File: src/rtl/mem_arbiter.sv
// mem_arbiter: arbitrates instruction and data requests onto one RAM port with
// alternating grants under contention and a watchdog timeout per grant.
module mem_arbiter #(
  parameter int TIMEOUT = 64
) (
  input  logic        clk,
  input  logic        rst,
  input  logic        iren,
  input  logic [31:0] iaddr,
  output logic [31:0] iload,
  output logic        ihit,
  input  logic        dren,
  input  logic [3:0]  dwen,
  input  logic [31:0] daddr,
  input  logic [31:0] dstore,
  output logic [31:0] dload,
  output logic        dhit,
  output logic        err,
  output logic        ram_ren,
  output logic [3:0]  ram_wen,
  output logic [31:0] ram_addr,
  output logic [31:0] ram_store,
  input  logic [31:0] ram_load,
  input  logic [1:0]  ram_state
);
  typedef enum logic [1:0] {ARB_IDLE, ARB_DATA, ARB_INSTR, ARB_RESP} arb_state_t;
  localparam logic [1:0] RAM_DONE = 2'd2;
  localparam int CW = $clog2(TIMEOUT);
  arb_state_t r_state;
  logic r_last_i;
  logic [CW-1:0] r_cnt;
  logic w_dreq, w_ireq, w_pick_d, w_done, w_tmo;
  logic [31:0] w_addr;
  assign w_dreq = dren | (|dwen);
  assign w_ireq = iren;
  // Under contention the side opposite the previous grant wins.
  assign w_pick_d = w_dreq & (~w_ireq | r_last_i);
  assign w_addr = w_pick_d ? daddr : iaddr;
  assign w_done = ram_state == RAM_DONE;
  assign w_tmo = r_cnt == CW'(TIMEOUT - 1);
  // The ram_* outputs are themselves the latched request; they only change on grant or completion.
  always_ff @(posedge clk) begin
    if (rst) begin
      r_state   <= ARB_IDLE;
      r_last_i  <= 1'b1;
      r_cnt     <= '0;
      iload     <= '0;
      ihit      <= 1'b0;
      dload     <= '0;
      dhit      <= 1'b0;
      err       <= 1'b0;
      ram_ren   <= 1'b0;
      ram_wen   <= '0;
      ram_addr  <= '0;
      ram_store <= '0;
    end else begin
      ihit <= 1'b0;
      dhit <= 1'b0;
      err  <= 1'b0;
      case (r_state)
        ARB_IDLE: if (w_dreq | w_ireq) begin
          r_state   <= w_pick_d ? ARB_DATA : ARB_INSTR;
          r_last_i  <= ~w_pick_d;
          r_cnt     <= '0;
          ram_addr  <= {w_addr[31:2], 2'b00};
          ram_store <= w_pick_d ? dstore : '0;
          ram_wen   <= w_pick_d ? dwen : 4'b0;
          ram_ren   <= w_pick_d ? (dren & ~|dwen) : 1'b1;
        end
        ARB_DATA, ARB_INSTR: if (w_done | w_tmo) begin
          r_state <= ARB_RESP;
          ram_ren <= 1'b0;
          ram_wen <= '0;
          err     <= ~w_done;
          if (r_state == ARB_DATA) begin
            dhit  <= 1'b1;
            dload <= (w_done & ~|ram_wen) ? ram_load : '0;
          end else begin
            ihit  <= 1'b1;
            iload <= w_done ? ram_load : '0;
          end
        end else begin
          r_cnt <= r_cnt + 1'b1;
        end
        default: r_state <= ARB_IDLE;
      endcase
    end
  end
endmodule

File: config.mk
export PLATFORM = sky130hd
export DESIGN_NAME = mem_arbiter
export DESIGN_NICKNAME = d
export VERILOG_FILES = /design/src/rtl/mem_arbiter.sv
export SDC_FILE = /design/constraint.sdc
export NUM_CORES = 1
export LEC_CHECK = 0
export ABC_AREA = 1
export ABC_CLOCK_PERIOD_IN_PS = 3380
export CORE_UTILIZATION = 45
export DETAILED_ROUTE_END_ITERATION = 7
export PLACE_DENSITY = 0.95
export SETUP_SLACK_MARGIN = 0.2
export SKIP_CTS_REPAIR_TIMING = 1
export SLEW_MARGIN = 20
export SYNTH_ARGS = -nofsm -noshare
export SYNTH_HDL_FRONTEND = slang
export SYNTH_SLANG_ARGS = --single-unit
File: constraint.sdc
create_clock -name clk -period 3.38 [get_ports clk]
set_clock_uncertainty 0.2 [all_clocks]
set_input_delay 0.338 -clock clk [delete_from_list [all_inputs] [get_ports clk]]
set_output_delay 0.338 -clock clk [all_outputs]
set_load 0.005 [all_outputs]
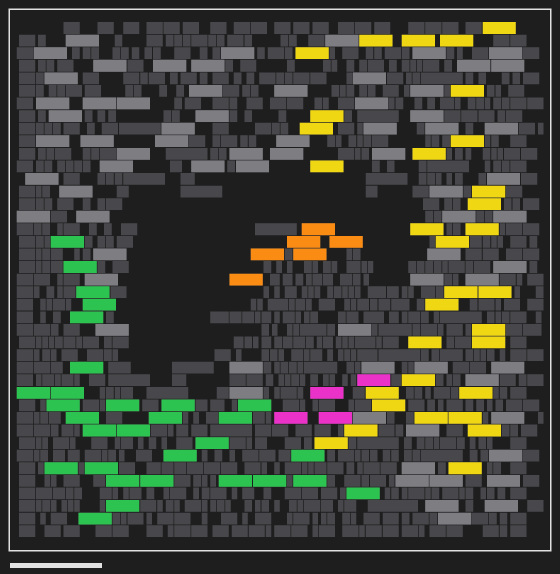
(sequential cells grouped by signal name)
The bar under the picture is 20 µm long. Other sequential cells in the stronger gray, the rest of the logic in the fainter gray.
| signal | color | sequential cells |
|---|---|---|
| iload | yellow | 32 |
| ram_wen | magenta | 4 |
| r_cnt | orange | 6 |
| ram_addr | green | 30 |
not colored: 71
sequential share of cell area: 31.3%
register area: 2860 µm²
final design utilization: 72.0%

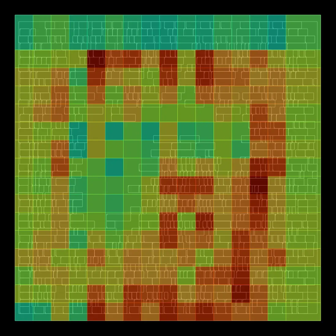
(routing congestion)
Global Route met3 Usage: 9.53%
post-DR wirelength/cell: 15.2 µm

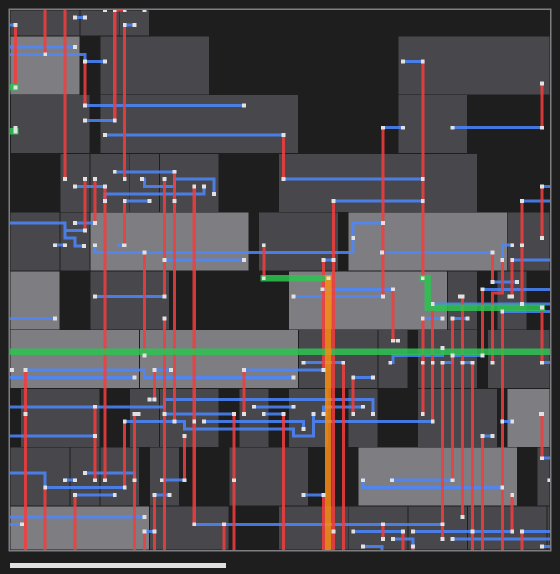
(zoomed window)
The bar under the picture is 10 µm long. Region (17, 17) to (42, 42) µm. Cells in gray, sequential cells in the stronger gray; small squares are vias.
| layer | color |
|---|---|
| metal 3 | green |
| metal 2 | red |
| metal 4 | orange |
| metal 1 | blue |
cells with their middle in the window: 45
most frequent: clkdlybuf4s50_1 (12), dfxtp_1 (7)
netlist names of flops here include: ram_addr (7)
sequential cells in the window: 7

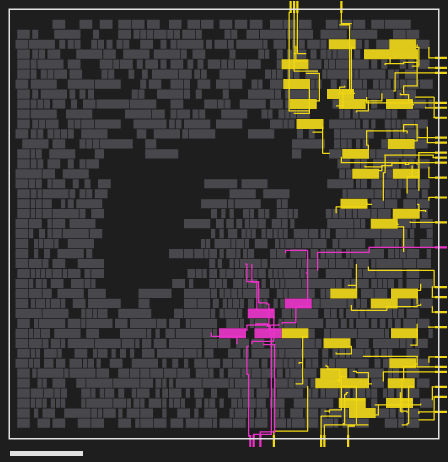
(I/O nets highlighted)
The bar under the picture is 20 µm long.
| port | color | bits | direction | edge | end cells | buffers | wire |
|---|---|---|---|---|---|---|---|
| dload | yellow | 32 | output | 24 right, 4 bottom, 4 top | 32 | 32 | 807 µm |
| ram_wen | magenta | 4 | output | 3 bottom, 1 right | 4 | 4 | 255 µm |
I/O Pins: 274
Port Buffers: 267

==> flow_summary.toml <==
# flow metrics
[min_path]
hold_depth = 2
hp-class = "flip-flop to flip-flop"

[floorplanning]
die_h_um = 117
die_w_um = 117
dieArea_um2 = 13600
fp_util_pct = 46.6

[routing]
vias = 6268
postRouteAntennaNets = 0
routed_wl_um = 18100
top_layer = "met4"
wl_met1_um = 7050
met2_length_um = 9080

[synth]
ys_sh_xor_pct = 0
compound_area_share_pct = 16.9
synthFlopType = "dfxtp_1"
synth-seq-area-share_pct = 48.3
ys_top_cells_by_area = "dfxtp_1, nand3_1, nand2_1"
top_cell = "nand2_1"
ys.warnings.count = 0
logic_family = "simple AND/OR/NAND/NOR gates"
ys_types = 34
yosys.area_share.simple_pct = 24.9
yosys_area_um2 = 5930
async_reset_ff_share_pct = 0
yosysCellCount = 766

[layout]
n_antenna_cell = 0
lay_top_count = "clkdlybuf4s50_1"
nNetsFinal = 1146
logic_area_um2 = 2550
reg.largest.list = "dload (32), iload (32), ram_store (32)"
fillers = 962
final_cell_mix = "clkdlybuf4s50_1, nand2_1, dfxtp_1, nand3_1, a21oi_1"

[worst_setup_path]
max_stage_delay_ps = 460
crit_chain = "inv_1, ha_1, nand2_4, nor2_8, inv_4, nand2_1, a21oi_1"
worst_path_max_delay_cell = "ha_1"
r2r_end = "iload[13]"
r2r_start = "r_state[1]"
startpoint = "r_state[1]"
cp.depth = 7
critical_path_class = "flip-flop to flip-flop"
path_max_fanout = 33
critPathLaunchType = "flip-flop"

[power]
seq-power_mw = 2.22
swShare_pct = 32.8
comb_power_share_pct = 34.8
p_comb_mw = 2.13
ir_drop_v = 0.000444
power_clock_mw = 1.77
clkPwrFrac_pct = 29.0

[cts]
insertion_delay_ps = 410
tritoncts = "yes"
htreeDepth = 4

[sta]
setup_viol = 0
drv_slew = 0
min_period_ps = 2370
rsz0062_at_grt = "no"
hold_ws_ps = 264
setup_ws_ps = 1010

[outcome]
status = "complete, no violations"

[job]
warning_count = 32
drv_cap = 0

[global_routing]
grt_pass1_vias = 5950
antenna_found_initial = 0
grt_usage_pct = 26.3
grt_max_degree = 75
==> worst min-delay path, cell delays in order, from the launching register on <==
cell and delay, ps:
dfxtp_1 310, nand2_1 60, a21oi_1 50
==> stage by stage <==
stage | area [µm²] | power [mW] | instances
6_report | 9160 | 6.13 | 1189
3_5_place_dp | 8590 | 4.38 | 1157
5_1_grt | 9160 | 6.49 | 1189
4_1_cts | 9160 | 6.16 | 1189
3_3_place_gp | 8590 | 4.32 | 1157
2_1_floorplan | 5930 | 3.32 | 767
==> layout make-up <==
| type | count | share of cell area (%) |
|---|---|---|
| clock inverters | 12 | 1.20 |
| well taps | 172 | 2.35 |
| inverters | 53 | 2.20 |
| flip-flops and latches | 143 | 31.3 |
| multi-input cells | 511 | 27.9 |
| repair buffers | 278 | 30.2 |
| clock buffers | 20 | 4.99 |
Power figures rest on the tool's default switching activity, not on a simulated workload.
